### src/rtl/instruction_encoder.sv
// instruction_encoder: rebuilds 16-bit MSP430 instruction words from decoded
// fields and streams them into program memory through a single holding
// register with an auto-incrementing word write pointer.
module instruction_encoder #(
  parameter int                ADDR_W    = 16,
  parameter logic [ADDR_W-1:0] BASE_ADDR = ADDR_W'(16'hC000),
  parameter int                ERR_W     = 8
) (
  input  logic              MCLK,
  input  logic              RST_n,
  input  logic              in_valid,
  output logic              in_ready,
  input  logic [15:0]       FS,
  input  logic [15:0]       BranchOffset,
  input  logic [3:0]        srcA,
  input  logic [3:0]        dstA,
  input  logic [1:0]        As,
  input  logic              Ad,
  input  logic              BW,
  input  logic              OneOp,
  input  logic              addr_load,
  input  logic [ADDR_W-1:0] addr_in,
  output logic              mem_we,
  input  logic              mem_ready,
  output logic [ADDR_W-1:0] mem_addr,
  output logic [15:0]       mem_wdata,
  output logic              err,
  output logic [ERR_W-1:0]  err_cnt
);

  logic              ready_en;
  logic              accept;
  logic              wr_done;
  logic              enc_legal;
  logic [15:0]       enc_word;
  logic              jump_ok;
  logic [ADDR_W-1:0] load_addr;
  logic              unused_bits;

  // OneOp is only a hint and the pointer is word aligned, so these bits are
  // intentionally left out of the datapath.
  assign unused_bits = ^{OneOp, addr_in[0]};

  assign load_addr = {addr_in[ADDR_W-1:1], 1'b0};
  assign in_ready  = ready_en && (!mem_we || mem_ready);
  assign accept    = in_valid && in_ready;
  assign wr_done   = mem_we && mem_ready;

  // A jump offset must be even and fit a sign-extended 11-bit byte offset.
  assign jump_ok = (BranchOffset[0] == 1'b0) &&
                   (BranchOffset[15:11] == {5{BranchOffset[10]}});

  // Assemble the instruction word for the format selected by the opcode nibble.
  always_comb begin
    enc_word  = 16'h0000;
    enc_legal = 1'b0;
    if (FS == 16'h1300) begin
      enc_word  = 16'h1300;
      enc_legal = 1'b1;
    end else begin
      case (FS[15:12])
        4'h0: begin
          enc_word  = 16'h0000;
          enc_legal = 1'b0;
        end
        4'h1: begin
          enc_word  = {FS[15:7], BW, As, dstA};
          enc_legal = 1'b1;
        end
        4'h2, 4'h3: begin
          enc_word  = {FS[15:10], BranchOffset[10:1]};
          enc_legal = jump_ok;
        end
        default: begin
          enc_word  = {FS[15:12], srcA, Ad, BW, As, dstA};
          enc_legal = 1'b1;
        end
      endcase
    end
  end

  // Hold off accepting bundles until the first clock after reset release.
  always_ff @(posedge MCLK or negedge RST_n) begin
    if (!RST_n) ready_en <= 1'b0;
    else        ready_en <= 1'b1;
  end

  // Holding register: load a legal word on accept, retire it on completion.
  always_ff @(posedge MCLK or negedge RST_n) begin
    if (!RST_n) begin
      mem_we    <= 1'b0;
      mem_wdata <= 16'h0000;
    end else if (accept && enc_legal) begin
      mem_we    <= 1'b1;
      mem_wdata <= enc_word;
    end else if (wr_done) begin
      mem_we    <= 1'b0;
    end
  end

  // Write pointer: advance per completed write; loads are dropped while a write stalls.
  always_ff @(posedge MCLK or negedge RST_n) begin
    if (!RST_n) begin
      mem_addr <= BASE_ADDR;
    end else if (wr_done) begin
      mem_addr <= addr_load ? load_addr : mem_addr + ADDR_W'(2);
    end else if (addr_load && !mem_we) begin
      mem_addr <= load_addr;
    end
  end

  // Flag dropped bundles with a one-cycle pulse and a saturating count.
  always_ff @(posedge MCLK or negedge RST_n) begin
    if (!RST_n) begin
      err     <= 1'b0;
      err_cnt <= '0;
    end else begin
      err <= accept && !enc_legal;
      if (accept && !enc_legal && (err_cnt != {ERR_W{1'b1}})) begin
        err_cnt <= err_cnt + ERR_W'(1);
      end
    end
  end

endmodule

### config.mk
export PLATFORM = sky130hd
export DESIGN_NAME = instruction_encoder
export DESIGN_NICKNAME = d
export VERILOG_FILES = /design/src/rtl/instruction_encoder.sv
export SDC_FILE = /design/constraint.sdc
export NUM_CORES = 1
export LEC_CHECK = 0
export CAP_MARGIN = 20
export CORE_UTILIZATION = 38
export DETAILED_ROUTE_END_ITERATION = 10
export DONT_BUFFER_PORTS = 1
export PLACE_DENSITY = 0.63
export SKIP_CTS_REPAIR_TIMING = 1
export SLEW_MARGIN = 40
export SYNTH_ARGS = -nofsm -noshare
export SYNTH_HDL_FRONTEND = slang
export SYNTH_SLANG_ARGS = --single-unit
### constraint.sdc
create_clock -name MCLK -period 1.9 [get_ports MCLK]
set_clock_uncertainty 0.1 [all_clocks]
set_input_delay 0.285 -clock MCLK [delete_from_list [all_inputs] [get_ports MCLK]]
set_output_delay 0.285 -clock MCLK [all_outputs]
set_load 0.03 [all_outputs]
### Wiring heat map, run 1

The die is cut into 17 by 17 equal tiles; dark blue is low, red is high, scaled to the fullest tile. Values are wire area over tile area, all layers added.
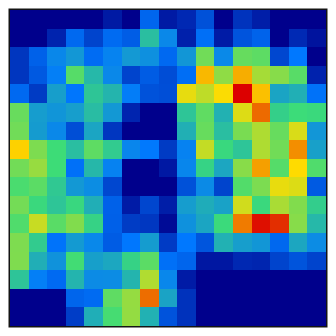
mean over tiles = 0.16
densest ninth of the die = east
fullest tile = 0.51
emptiest ninth of the die = south-east
tiles over half the peak = 24%
nearly empty tiles = 18%

### Cell classes on the final placement, run 1

Fill, decap, tap and diode cells in grey.
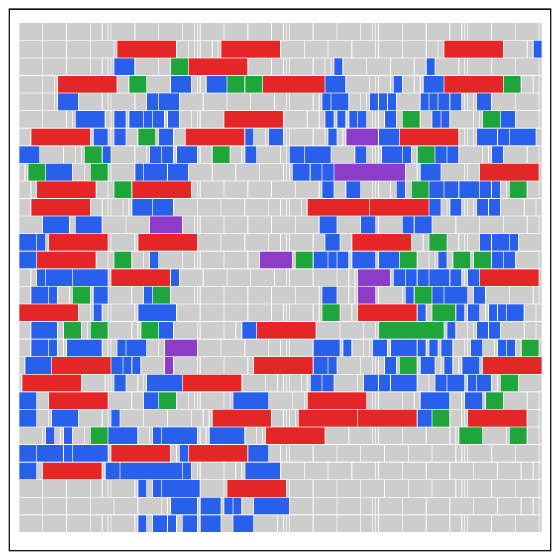
remaining logic cells -> blue  # cells 213
remaining buffers and delay cells -> green  # cells 40
clock drivers and dummy loads -> purple  # cells 8
registers -> red  # cells 42

### I/O nets highlighted, run 1

Bar = 20 um.
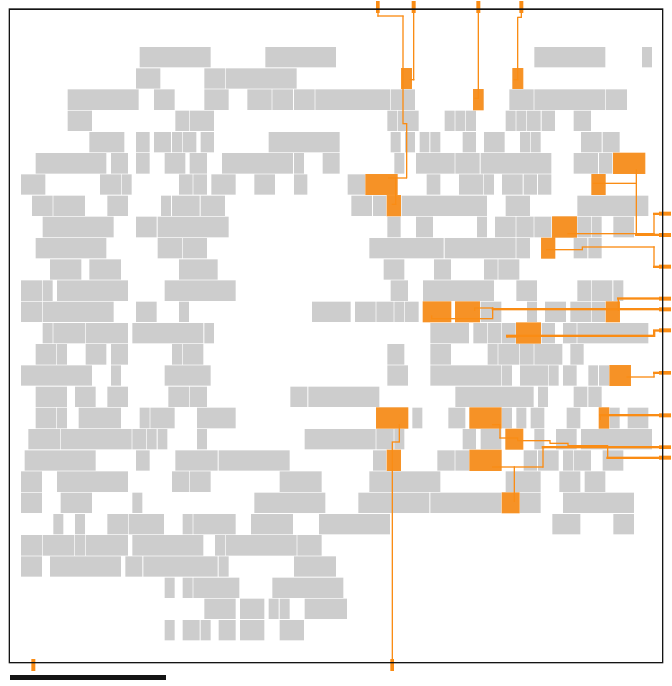
addr_in -> orange  # bits 16, direction input, edge 10 east, 4 north, 2 south, end cells 21, buffers 0, wire 270 um

==> CHANGELOG.md, run 1 <==
## Implementation

* Synth Area per Inst at 9.40 um^2
* Global-route wire length before repair at 11100 um
* Flop share of the area at 0.352
* Largest regs: mem_wdata: 16 flops, mem_addr: 15 flops, err_cnt: 8 flops
* Logic power comb at 0.892 mW
* Dominant kind of cell: combinational gates
* Seq cells post-synth at 42
* Post-route insts no fill at 380
* Top cells excl fill/tap: dfrtp_1 (40), buf_4 (37), nor2_1 (36), nand2_1 (25), a21oi_1 (20)
* N_diodes at 0
* Routed wl met3 at 690 um
* Synth Instances at 269
* Worst min-delay path category: in -> reg
* DP Wirelength at 4860 um
* Commonest cells post-synth: dfrtp_1 (40), nor2_1 (36), nand2_1 (25)
* Grt ovf at 0
* Final core utilization at 0.469
* Most common cell in the netlist: dfrtp_1
* Fillers at 622
* RSZ-0062 raised after global routing: no
* Worst setup startpoint: mem_we
* Cell area leaders: dfrtp_1 (40%), mux2_2 (5.8%), mux2_4 (5.3%)
* Via count at 2232
* Clock power share at 0.241
* Grt met1 use at 0.229
* Cells on worst reg2reg path at 5
* Status: finished, final reports clean
* Max-area cell share at 0.396
* Synth unique cells at 50
* Design Power at 2.99 mW
* Std-Cell Rows at 29
* Chip width at 83.6 um
* P_seq at 1.37 mW
* Reg with most FFs: mem_wdata
* Critical Path End Type: output port
* Slew Limit Fails at 0
* PwrDens at 997 nW/um^2
* Total number of H-tree levels at 2
* Layout cells sized above 1 at 0.257
* Maximum vdd drop at 466 uV
* Slew at the pin with the worst max-slew slack at 0.516 ns
* Largest net degree at the start of global routing at 43
* Min-delay src: mem_ready
* WHS Path Cells at 2
* GRT Max-Usage Layer: met2
* Dominant comb cell: simple AND/OR/NAND/NOR gates
* AND-OR/OR-AND Cells, Area Fraction at 0.190
* TritonCTS clock tree: built
* DRC viols at 0
* Worst path depth at 3
==> run 1 -> run 2 <==
CORE_ASPECT_RATIO = 1.75   (was unset)
### Wiring heat map, run 2

The die is cut into 13 by 22 equal tiles; dark blue is low, red is high, scaled to the fullest tile. Values are wire area over tile area, all layers added.
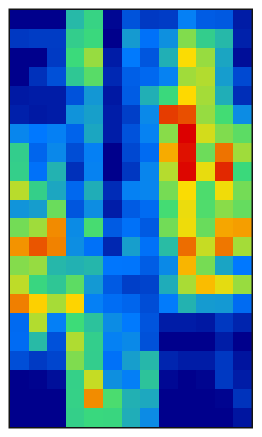
Total Wirelength: 7010 um
via count: 2242
WL/cell: 18.2 um
Total Routing Usage GR: 0.203

### Cell placement, run 2

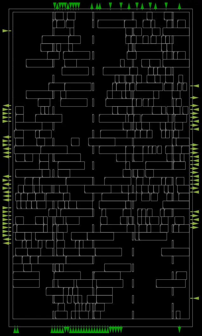
Flop Count: 42
final core utilization: 0.471
Tap Count: 82
post-route insts no fill: 384

==> run 2 against run 1 <==
Effect of this change:
- core utilization rose by 0.17 points
- first-iteration DRC count rose by 79%
- via count rose by 0.45%
- die area rose by 0.18%
- routed wire length rose by 5.3%
- power rose by 8.5%
- hold slack improved by 0.021 ns
- setup slack improved by 0.0044 ns
- sequential share of layout area fell by 0.69 points
- global-route usage rose by 0.96 points
- area after synthesis did not move
- maximum frequency rose by 0.25%
- critical path type is now in -> reg
- critical endpoint is now mem_wdata[5]
==> CHANGELOG.md, run 2 <==
## Implementation

* Status: finished, final reports clean
* Min-delay src: mem_ready
* Synth Area per Inst at 9.40 um^2
* Synth unique cells at 50
* Largest net degree at the start of global routing at 43
* Grt ovf at 0
* Reg with most FFs: mem_wdata
* Grt met1 use at 0.215
* Yosys warns at 0
* Clock power share at 0.297
* Worst setup startpoint: BranchOffset[10]
* Slew at the pin with the worst max-slew slack at 0.500 ns
* Synth Instances at 269
* Tally of OpenROAD warnings at 29
* Worst path depth at 6
* WHS Path Cells at 3
* Largest regs: mem_wdata: 16 flops, mem_addr: 15 flops, err_cnt: 8 flops
* Max-area cell share at 0.396
* Most common cell in the netlist: dfrtp_1
* Fillers at 632
* Commonest cells post-synth: dfrtp_1 (40), nor2_1 (36), nand2_1 (25)
* Logic power comb at 0.897 mW
* Design Power at 3.24 mW
* Seq cells post-synth at 42
* PwrDens at 1060 nW/um^2
* Flop share of the area at 0.345
* Std-Cell Rows at 39
* Most instantiated logic cell after routing: dfrtp_1
* Worst min-delay path category: in -> reg
* Layout cells sized above 1 at 0.258
* TritonCTS clock tree: built
* Global-route wire length before repair at 10800 um
* Maximum vdd drop at 531 uV
* Critical Path End Type: register
* Cell area leaders: dfrtp_1 (40%), mux2_2 (5.8%), mux2_4 (5.3%)
* CP bufs+invs at 1
* N_diodes at 0
* P_seq at 1.38 mW
* Top cells excl fill/tap: dfrtp_1 (40), nor2_1 (36), buf_4 (36), nand2_1 (25), a21oi_1 (20)
* Chip width at 63.7 um
* Worst slew margin at 0.667
* Slew Limit Fails at 0
* DP Wirelength at 5290 um
* Total number of H-tree levels at 2
* Dominant kind of cell: combinational gates
Power is estimated from default activity; no workload was simulated.
